### Congestion heat map

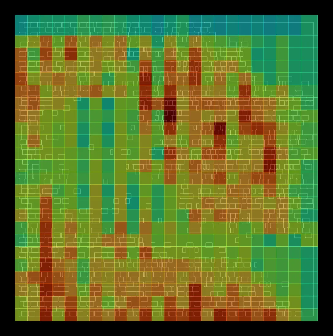
### Clock network drawn from the DEF

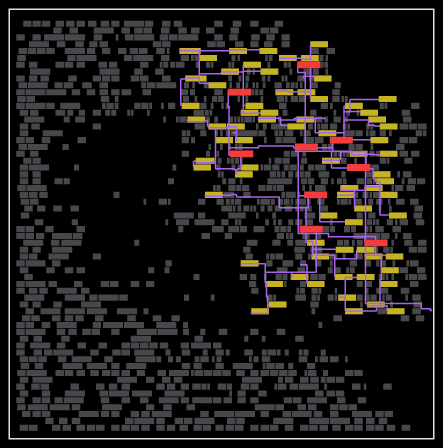
### Logic cells by family

Bar = 50 um.
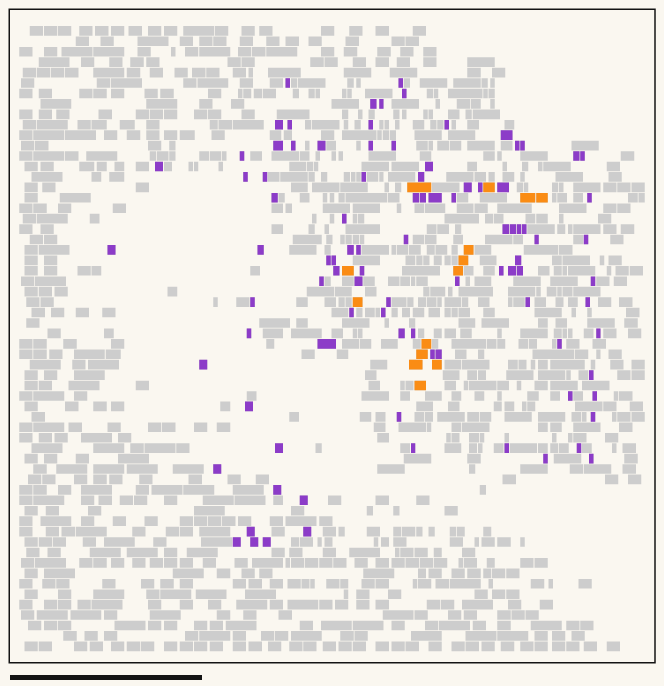
<file path="src/rtl/speck32_decrypt.sv">
// Iterative SPECK-32/64 decryption core: one inverse round per clock, round keys consumed 21 down to 0.
// Optional macro SPECK_DEC_KEY_LATCH_EN latches allRoundKeys on accept so the key bus may change mid-block.
module speck32_decrypt #(
  parameter int ROUNDS = 22,
  parameter int ALPHA  = 7,
  parameter int BETA   = 2
) (
  input  logic                   clock,
  input  logic                   reset,
  input  logic [31:0]            din,
  input  logic [16*ROUNDS-1:0]   allRoundKeys,
  input  logic                   din_valid,
  input  logic                   dout_ack,
  output logic                   busy,
  output logic                   dout_ready,
  output logic [31:0]            dout
);

  localparam int CNT_W = $clog2(ROUNDS);

  typedef enum logic [1:0] {IDLE, DECRYPT, DONE} state_t;

  state_t             state_q, state_d;
  logic [CNT_W-1:0]   rnd_q;
  logic [15:0]        x_q, y_q;
  logic [15:0]        rk, x_nx, y_nx;
  logic [16*ROUNDS-1:0] key_src;

  function automatic logic [15:0] rol_alpha(input logic [15:0] v);
    logic [31:0] t;
    t = {v, v} << ALPHA;
    return t[31:16];
  endfunction

  function automatic logic [15:0] ror_beta(input logic [15:0] v);
    logic [31:0] t;
    t = {v, v} >> BETA;
    return t[15:0];
  endfunction

`ifdef SPECK_DEC_KEY_LATCH_EN
  logic [16*ROUNDS-1:0] key_q;

  always_ff @(posedge clock) begin
    if (reset) begin
      key_q <= '0;
    end else if (state_q == IDLE && din_valid) begin
      key_q <= allRoundKeys;
    end
  end

  assign key_src = key_q;
`else
  assign key_src = allRoundKeys;
`endif

  // Round stage: inverse round on the working words with the key selected by the counter
  assign rk   = key_src[16*rnd_q +: 16];
  assign y_nx = ror_beta(x_q ^ y_q);
  assign x_nx = rol_alpha((x_q ^ rk) - y_nx);

  always_ff @(posedge clock) begin
    if (reset) begin
      state_q <= IDLE;
    end else begin
      state_q <= state_d;
    end
  end

  always_comb begin
    state_d = state_q;
    case (state_q)
      IDLE:    if (din_valid)     state_d = DECRYPT;
      DECRYPT: if (rnd_q == '0)   state_d = DONE;
      DONE:    if (dout_ack)      state_d = IDLE;
      default:                    state_d = IDLE;
    endcase
  end

  // Final round writes straight into dout so the result appears on the 22nd round edge
  always_ff @(posedge clock) begin
    if (reset) begin
      rnd_q      <= '0;
      x_q        <= '0;
      y_q        <= '0;
      dout       <= '0;
      busy       <= 1'b0;
      dout_ready <= 1'b0;
    end else begin
      case (state_q)
        IDLE: begin
          if (din_valid) begin
            x_q   <= din[31:16];
            y_q   <= din[15:0];
            rnd_q <= CNT_W'(ROUNDS - 1);
            busy  <= 1'b1;
          end
        end
        DECRYPT: begin
          x_q <= x_nx;
          y_q <= y_nx;
          if (rnd_q == '0) begin
            dout       <= {x_nx, y_nx};
            busy       <= 1'b0;
            dout_ready <= 1'b1;
          end else begin
            rnd_q <= rnd_q - 1'b1;
          end
        end
        DONE: begin
          if (dout_ack) dout_ready <= 1'b0;
        end
        default: ;
      endcase
    end
  end

endmodule
</file>
<file path="config.mk">
export PLATFORM = sky130hd
export DESIGN_NAME = speck32_decrypt
export DESIGN_NICKNAME = d
export VERILOG_FILES = /design/src/rtl/speck32_decrypt.sv
export SDC_FILE = /design/constraint.sdc
export NUM_CORES = 1
export LEC_CHECK = 0
export CORE_AREA = 2 2 166 168
export DETAILED_ROUTE_END_ITERATION = 6
export DIE_AREA = 0 0 168 170
export SYNTH_ARGS = -nofsm -noshare
export SYNTH_HDL_FRONTEND = slang
export SYNTH_SLANG_ARGS = --single-unit
</file>
<file path="constraint.sdc">
create_clock -name clock -period 8.05 [get_ports clock]
set_input_delay 2.0125 -clock clock [delete_from_list [all_inputs] [get_ports clock]]
set_output_delay 2.0125 -clock clock [all_outputs]
set_load 0.02 [all_outputs]
</file>
==> impl_metrics.json <==
{
  "rr_endpoint": "x_q[6]",
  "dpl_cell_area_um2": 11260,
  "aoi_share": 0.1561,
  "grt_pass1_wl_um": 49850,
  "grt_overflow": 0,
  "vias": 7460,
  "vias_per_cell": 5.184,
  "drt_wl_total_um": 34840,
  "ys_cells": 706,
  "hold_end": "dout[26]",
  "synthFlopType": "dfxtp_1",
  "clock.fmax_mhz": 163.8,
  "drt-initial-drc-count": 574,
  "synth.net_count": 1113,
  "worst_hold_slack_ps": 457.2,
  "synth_cell_types": 57,
  "port_buffers": 421,
  "status": "finished clean",
  "ant_nets": 0,
  "p_sw_mw": 1.285,
  "fin_nets": 1497,
  "yosys-stat-area_um2": 6765,
  "dr.pass1.iters": 5,
  "grt_start_max_net_pins": 74,
  "yosys_warnings": 0,
  "core-area_um2": 26650,
  "logic_family": "multiplexers",
  "crit_arrival_ps": 6340,
  "cp_max_fo": 4,
  "synth_area_um2": 6765,
  "max-slew-margin-rel": 0.3811,
  "clockBufferDepth": 2,
  "p_sw_frac": 0.4395,
  "setup_tns_ps": 0,
  "holdBufCountCts": 0,
  "avgSynthCellArea_um2": 9.582,
  "setup_viol": 0,
  "leakage_nw": 4.041,
  "p_seq_frac": 0.184,
  "rows": 60,
  "worstSetupEndpoint": "x_q[6]",
  "edf_count": 0,
  "synthCells": 706,
  "routedWlPerCell_um": 24.21,
  "p_comb_frac": 0.667,
  "gr-usage-all-layers": 0.2376,
  "ys_seq_frac": 0.2160,
  "area_delta_synth_final_pct": 71.22,
  "cts_setup_buffers": 0,
  "clk_pin_slew_worst_paths_ps": 60,
  "finalHoldViolCount": 0,
  "whs_path_depth": 2,
  "peakVddDrop_mv": 0.1798,
  "synth-async-reset-ratio": 0,
  "largest_reg_flops": 32,
  "synth_adder_area_share": 0.03625,
  "die_width_um": 168,
  "warning_count": 28,
  "p_per_area_nw_per_um2": 252.4,
  "finalCritPeriodShare": 0.7582,
  "ys.flops": 73,
  "power_frac_clock": 0.150,
  "top_register": "dout",
  "yosysTopAreaCellShare": 0.2930,
  "die_height_um": 170,
  "cts_sinks": 73,
  "gp_congestion": 0.9246,
  "hold_class": "reg -> reg",
  "cts_resized": 0,
  "ff2ff_setup_slack_ps": 2830,
  "fin_area_um2": 11580,
  "layout-drive-gt1-share": 0.1315,
  "crit_type": "in -> reg",
  "htree_levels": 3,
  "slew_viol_final": 0,
  "simple_gate_share": 0.1452,
  "rr_worst_depth": 16,
  "core_util_floorplan": 0.2538,
  "fin_skew_ps": 10.65,
  "reg_top3": "dout: 32 flops, x_q: 16 flops, y_q: 16 flops",
  "min-delay-start": "dout[26]"
}
About 'Congestion heat map':
Post-Route Utilization: 0.4346
met1 Use GR: 0.2928

About 'Clock network drawn from the DEF':
legend:
  yellow:
    item: flip-flops
    count: 73
  purple:
    item: clock wires
    length: 1090 um
  red:
    item: clock-net drivers
    count: 9
routed clock nets: 10

About 'Logic cells by family':
legend:
  purple:
    family: nor cells
    cells: 94
  orange:
    family: non-inverting ao/oa cells
    cells: 14

area by class of cell:
class / instances / area [um2]
diodes: 3 / 7.507
clock buffers: 9 / 225.2
clock inverters: 7 / 93.84
fillers: 2611 / 15070
inverters: 25 / 93.84
multi-input cells: 546 / 4952
flip-flops and latches: 73 / 1470
well taps: 341 / 426.7
repair buffers: 435 / 4314
cell usage in the layout (no fill, tap or decap), types with 9 or more instances in the layout:
cell,instances
o22ai_1,16
mux4_2,88
clkbuf_16,9
ha_1,18
a21oi_1,53
and3_1,16
nand2_1,83
nor2_1,55
buf_4,14
mux2i_1,20
nor3_1,15
dfxtp_1,70
a211oi_1,32
inv_1,25
clkdlybuf4s50_1,420
xor2_1,11
xnor2_1,36
nor2b_1,15
Yosys cell counts, types with 2 or more instances:
| cell type | n |
|---|---|
| a2111oi_0 | 2 |
| a211oi_1 | 32 |
| a21o_1 | 2 |
| a21oi_1 | 53 |
| a221oi_1 | 5 |
| a22oi_1 | 7 |
| a311oi_1 | 5 |
| a31oi_1 | 3 |
| and3_1 | 16 |
| buf_1 | 3 |
| buf_2 | 17 |
| buf_4 | 3 |
| clkbuf_1 | 39 |
| dfxtp_1 | 73 |
| ha_1 | 18 |
| inv_1 | 25 |
| mux2_2 | 6 |
| mux2i_1 | 20 |
| mux4_2 | 88 |
| nand2_1 | 83 |
| nand2b_1 | 3 |
| nand3_1 | 7 |
| nand3b_1 | 2 |
| nor2_1 | 56 |
| nor2b_1 | 17 |
| nor3_1 | 15 |
| nor4_1 | 3 |
| o21a_1 | 4 |
| o21ai_0 | 7 |
| o21bai_1 | 4 |
| o22a_1 | 2 |
| o22ai_1 | 16 |
| xnor2_1 | 36 |
| xor2_1 | 11 |
critical path, cell delays in order:
cell and delay, ps:
clkdlybuf4s50_1 460, mux4_2 500, mux2_2 280, a22oi_1 230, nor2_1 80, a221oi_1 420, xnor2_1 180, ha_1 300
o21a_1 200, o31a_1 130, or4_4 500, and3_4 210, a41oi_4 270, a22o_4 180, nor3_2 40, a2111oi_2 350
logic make-up after synthesis:
family	after synthesis
AND-OR/OR-AND	154
XOR/XNOR	47
adder cells (fa/ha/maj)	19
buffers and inverters	87
flip-flops	73
multiplexers	114
AND/OR/NAND/NOR	212
per-layer routing:
metal | track usage | routed length [um] | up-vias | part of all wire
met3 | 0.04884 | 2450 | 44 | 0.070
met4 | 0.05822 | 663 | 6 | 0.019
met1 | 0.2928 | 14000 | 3641 | 0.40
met5 | 0 | 33 | - | 0.00095
li1 | - | - | 3434 | -
met2 | 0.4247 | 17690 | 335 | 0.51
power groups by stage:
stage | sequential, mW | clock (mW) | combinational [mW]
after floorplan | 0.524 | 0 | 1.28
after global placement | 0.546 | 0 | 1.92
after detailed placement | 0.547 | 0 | 1.94
after CTS | 0.540 | 0.443 | 1.95
after global routing | 0.549 | 0.457 | 2.10
final | 0.537 | 0.438 | 1.95
stage by stage:
step                instances  worst slack [ps]  power [mW]  utilization
finish                   1439              1946       2.924       0.4346
global route             1437              1804       3.107       0.4345
detailed placement       1420              1602       2.484       0.4224
global placement         1420              1683       2.468       0.4224
floorplan                 706              2639       1.808            -
CTS                      1436              1959       2.931       0.4344
Power is estimated from default activity; no workload was simulated.
